File: src/rtl/fft_pkg.sv
// Shared constants and helpers for the 8-point FFT output path.
package fft_pkg;

  localparam int unsigned DW    = 16;
  localparam int unsigned NPT   = 8;
  localparam int unsigned LOG2N = 3;

  localparam logic BANK_EMPTY = 1'b0;
  localparam logic BANK_FULL  = 1'b1;

  function automatic logic [LOG2N-1:0] bitrev3(input logic [LOG2N-1:0] k);
    return {k[0], k[1], k[2]};
  endfunction

endpackage

File: src/rtl/fft8_out_reorder_if.sv
// Frame-in / word-out handshake bundle for the FFT output reorder block.
interface fft8_out_reorder_if;
  import fft_pkg::*;

  logic                  in_valid;
  logic                  in_ready;
  logic [NPT*DW-1:0]     in_re;
  logic [NPT*DW-1:0]     in_im;
  logic                  out_valid;
  logic                  out_ready;
  logic [DW-1:0]         out_re;
  logic [DW-1:0]         out_im;
  logic [LOG2N-1:0]      out_idx;
  logic                  out_last;

  modport master (
    output in_valid, in_re, in_im, out_ready,
    input  in_ready, out_valid, out_re, out_im, out_idx, out_last
  );

  modport slave (
    input  in_valid, in_re, in_im, out_ready,
    output in_ready, out_valid, out_re, out_im, out_idx, out_last
  );

endinterface

File: src/rtl/fft8_frame_bank.sv
// One frame buffer: parallel bit-reverse scatter load, indexed read, full flag.
module fft8_frame_bank
  import fft_pkg::*;
(
  input  logic              clk,
  input  logic              rst,
  input  logic              load_i,
  input  logic              clr_i,
  input  logic [NPT*DW-1:0] in_re_i,
  input  logic [NPT*DW-1:0] in_im_i,
  input  logic [LOG2N-1:0]  rd_idx_i,
  output logic              full_o,
  output logic [DW-1:0]     rd_re_o,
  output logic [DW-1:0]     rd_im_o
);

  logic [DW-1:0] re_q [NPT];
  logic [DW-1:0] re_d [NPT];
  logic [DW-1:0] im_q [NPT];
  logic [DW-1:0] im_d [NPT];
  logic          full_q, full_d;

  always_comb begin
    re_d   = re_q;
    im_d   = im_q;
    full_d = full_q;
    if (load_i) begin
      // Lane k carries X[bitrev(k)]; store it at its natural-order slot.
      for (int k = 0; k < NPT; k++) begin
        re_d[bitrev3(LOG2N'(k))] = in_re_i[DW*k +: DW];
        im_d[bitrev3(LOG2N'(k))] = in_im_i[DW*k +: DW];
      end
      full_d = BANK_FULL;
    end else if (clr_i) begin
      full_d = BANK_EMPTY;
    end
  end

  always_ff @(posedge clk) begin
    if (rst) begin
      for (int k = 0; k < NPT; k++) begin
        re_q[k] <= '0;
        im_q[k] <= '0;
      end
      full_q <= BANK_EMPTY;
    end else begin
      re_q   <= re_d;
      im_q   <= im_d;
      full_q <= full_d;
    end
  end

  always_comb begin
    full_o  = full_q;
    rd_re_o = re_q[rd_idx_i];
    rd_im_o = im_q[rd_idx_i];
  end

endmodule

File: src/rtl/fft8_out_reorder.sv
// Ping-pong reorder buffer: accepts bit-reversed parallel frames, streams natural order.
module fft8_out_reorder
  import fft_pkg::*;
(
  input  logic                clk,
  input  logic                rst,
  fft8_out_reorder_if.slave   bus
);

  logic             wr_bank_q, wr_bank_d;
  logic             rd_bank_q, rd_bank_d;
  logic [LOG2N-1:0] rd_idx_q, rd_idx_d;

  logic [1:0]       full;
  logic [1:0]       load;
  logic [1:0]       clr;
  logic [DW-1:0]    rd_re [2];
  logic [DW-1:0]    rd_im [2];

  logic in_ready, out_valid, accept, pop, last_beat;

  for (genvar b = 0; b < 2; b++) begin : g_bank
    fft8_frame_bank u_bank (
      .clk      (clk),
      .rst      (rst),
      .load_i   (load[b]),
      .clr_i    (clr[b]),
      .in_re_i  (bus.in_re),
      .in_im_i  (bus.in_im),
      .rd_idx_i (rd_idx_q),
      .full_o   (full[b]),
      .rd_re_o  (rd_re[b]),
      .rd_im_o  (rd_im[b])
    );
  end

  // Handshake decode: in_ready depends on registered state only.
  always_comb begin
    in_ready  = (full[wr_bank_q] == BANK_EMPTY);
    out_valid = (full[rd_bank_q] == BANK_FULL);
    accept    = bus.in_valid & in_ready;
    pop       = out_valid & bus.out_ready;
    last_beat = (rd_idx_q == LOG2N'(NPT - 1));

    load            = '0;
    clr             = '0;
    load[wr_bank_q] = accept;
    clr[rd_bank_q]  = pop & last_beat;

    wr_bank_d = wr_bank_q ^ accept;
    rd_bank_d = rd_bank_q ^ (pop & last_beat);
    rd_idx_d  = pop ? rd_idx_q + LOG2N'(1) : rd_idx_q;
  end

  always_ff @(posedge clk) begin
    if (rst) begin
      wr_bank_q <= 1'b0;
      rd_bank_q <= 1'b0;
      rd_idx_q  <= '0;
    end else begin
      wr_bank_q <= wr_bank_d;
      rd_bank_q <= rd_bank_d;
      rd_idx_q  <= rd_idx_d;
    end
  end

  always_comb begin
    bus.in_ready  = in_ready;
    bus.out_valid = out_valid;
    bus.out_idx   = rd_idx_q;
    bus.out_last  = out_valid & last_beat;
    bus.out_re    = out_valid ? rd_re[rd_bank_q] : '0;
    bus.out_im    = out_valid ? rd_im[rd_bank_q] : '0;
  end

endmodule

File: src/flat_wrapper.sv
// flat-port wrapper written by rule: the top's interface ports become plain ports
module fft8_out_reorder_flat import fft_pkg::*;
  (clk, rst, bus_in_valid, bus_in_re, bus_in_im, bus_out_ready, bus_in_ready, bus_out_valid, bus_out_re, bus_out_im, bus_out_idx, bus_out_last);
  fft8_out_reorder_if bus_i ();
  input  logic clk;
  input  logic rst;
  input wire logic [$bits(bus_i.in_valid)-1:0] bus_in_valid;
  input wire logic [$bits(bus_i.in_re)-1:0] bus_in_re;
  input wire logic [$bits(bus_i.in_im)-1:0] bus_in_im;
  input wire logic [$bits(bus_i.out_ready)-1:0] bus_out_ready;
  output wire logic [$bits(bus_i.in_ready)-1:0] bus_in_ready;
  output wire logic [$bits(bus_i.out_valid)-1:0] bus_out_valid;
  output wire logic [$bits(bus_i.out_re)-1:0] bus_out_re;
  output wire logic [$bits(bus_i.out_im)-1:0] bus_out_im;
  output wire logic [$bits(bus_i.out_idx)-1:0] bus_out_idx;
  output wire logic [$bits(bus_i.out_last)-1:0] bus_out_last;
  assign bus_i.in_valid = bus_in_valid;
  assign bus_i.in_re = bus_in_re;
  assign bus_i.in_im = bus_in_im;
  assign bus_i.out_ready = bus_out_ready;
  assign bus_in_ready = bus_i.in_ready;
  assign bus_out_valid = bus_i.out_valid;
  assign bus_out_re = bus_i.out_re;
  assign bus_out_im = bus_i.out_im;
  assign bus_out_idx = bus_i.out_idx;
  assign bus_out_last = bus_i.out_last;
  fft8_out_reorder u_core (.clk(clk), .rst(rst), .bus(bus_i));
endmodule
File: config.mk
export PLATFORM = sky130hd
export DESIGN_NAME = fft8_out_reorder_flat
export DESIGN_NICKNAME = d
export VERILOG_FILES = /design/src/rtl/fft_pkg.sv /design/src/rtl/fft8_out_reorder_if.sv /design/src/rtl/fft8_frame_bank.sv /design/src/rtl/fft8_out_reorder.sv /design/src/flat_wrapper.sv
export SDC_FILE = /design/constraint.sdc
export NUM_CORES = 1
export LEC_CHECK = 0
export ABC_AREA = 1
export CORE_MARGIN = 10
export CORE_UTILIZATION = 25
export CTS_BUF_LIST = sky130_fd_sc_hd__clkbuf_16
export DETAILED_ROUTE_END_ITERATION = 10
export GPL_TIMING_DRIVEN = 0
export PLACE_DENSITY = 0.48
export RECOVER_POWER = 25
export SKIP_LAST_GASP = 1
export SYNTH_ARGS = -nofsm -noshare
export SYNTH_HDL_FRONTEND = slang
export SYNTH_SLANG_ARGS = --single-unit
File: constraint.sdc
create_clock -name clk -period 4.6 [get_ports clk]
set_clock_uncertainty 0.1 [all_clocks]
set_input_delay 0.92 -clock clk [delete_from_list [all_inputs] [get_ports clk]]
set_output_delay 0.92 -clock clk [all_outputs]
set_load 0.01 [all_outputs]
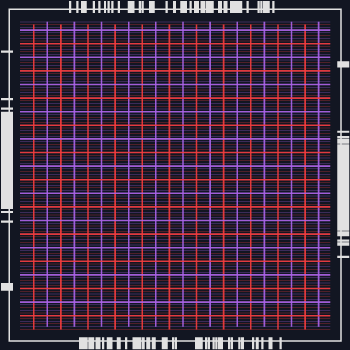
(images/pdn.png)
Scale: 1 px per µm. Pins as bars on the die edge.
Key: red = VSS; purple = VDD
22 straps on met4. 22 straps on met5.

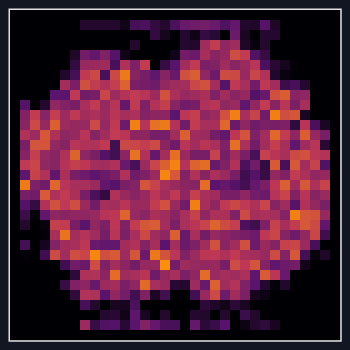
(images/density.png)
Scale: 1 px per µm. 33 x 33 tiles, from black (low) to pale yellow (high), 0 to 100% covered.
The fullest tile reaches 76%. The densest ninth of the die: centre. 30% of the tiles are nearly empty. 0.10% of the tiles are over 75% full. The mean over all tiles is 26%.

==> qor.yml <==
htreeDepth: 2
nFillCells: 10700
drv_slew: 0
fin_nets: 4119
hold_end: "u_core.g_bank[0].u_bank.re_q[100]"
routed.top_layer: "met5"
relSlewSlack_pct: 16.4
cts_hold_buf: 0
finalCriticalPeriod_ps: 4580
hold_path.class: "reg -> reg"
totalWireLength_um: 129000
ir_drop_v: 0.000327
post_cts_buffers: 0
via_count: 25500
ys_sh_aoi_pct: 15.5
grt-busiest-layer: "met2"
first_pass_iters: 5
ys_top_cells_by_area: "dfxtp_1 43%, a211oi_1 12%, nand2_1 12%"
final_common_cell: "nand2_1"
whs_ps: 361
power.leakage_nw: 11.5
cp-end-kind: "output port"
cts_tree: "done"
synth_nets: 3760
path_class: "reg -> out"
io_pins: 298
synth_dominant_cell_count: "nand2_1"
mux_area_share_pct: 0
synth_cells: 3494
overflow: 0
worst_path_dominant_cell_family: "buffers and inverters"
route.met3.wl_um: 12800
placed_cell_area_mm2: 0.0286
dieArea_mm2: 0.109
swShare_pct: 37.5
logic_family: "simple AND/OR/NAND/NOR gates"
hold_violations: 0
critPathLaunch: "u_core.bus.out_idx[1]"
grt_pass1_vias: 24100
fin_cells: 5166
p_clk_share_pct: 31.7
power.density_mw_per_mm2: 496
pre_cts_slack_ps: 752
fp.dieH_um: 330
ant_nets: 0
rrSetupSlack_ps: 500
p_total_mw: 15.1
outcome: "complete, no violations"
gr-usage-all-layers_pct: 22.6
setup.worst_path.end: "bus_out_im[9]"
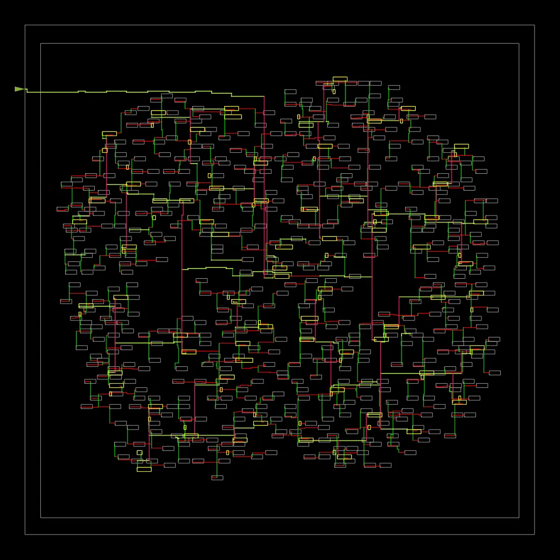
(images/final_clocks.png)
Flop Count: 519
clock buf count: 61
clock group power: 4.78 mW

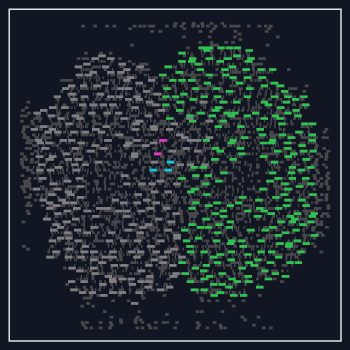
(images/registers.png)
Scale: 1 px per µm. Other sequential cells in the stronger grey, the rest of the logic in the fainter grey.
Key: green = `u_core.g_bank.u_bank.re_q` [flops 256]; magenta = `u_core.g_bank.u_bank.full_o` [flops 2]; cyan = `u_core.bus.out_idx` [flops 3]
Another 258 sequential cells are not coloured.
sequential power: 5.53 mW
fin util: 31.9%
fraction of area in registers: 34.2%
Register Area: 0.0104 mm²

tightest hold or removal path: stages (launching register included):
cell      delay (ps)
dfxtp_1          300
inv_1             60
a211oi_1          60
cell type report:
type                    count  area, µm²  area share, %
clock inverters            47        358           1.18
diodes                      3       7.51         0.0247
flip-flops and latches    519      10400           34.2
plain buffers             281       1350           4.43
repair buffers            296       2960           9.74
clock buffers              61       1530           5.02
inverters                 395       1490           4.88
well taps                1265       1580           5.20
multi-input cells        2299      10800           35.4
sequential cells by signal, indices dropped and copies added, names as in the netlist:
signal and flops:
u_core.rd_bank_q 1, u_core.bus.out_idx 3, u_core.g_bank.u_bank.re_q 256, u_core.g_bank.u_bank.full_o 2, u_core.g_bank.u_bank.im_q 256, u_core.wr_bank_q 1
No activity file was given, so power comes from the tool's default toggle rates.
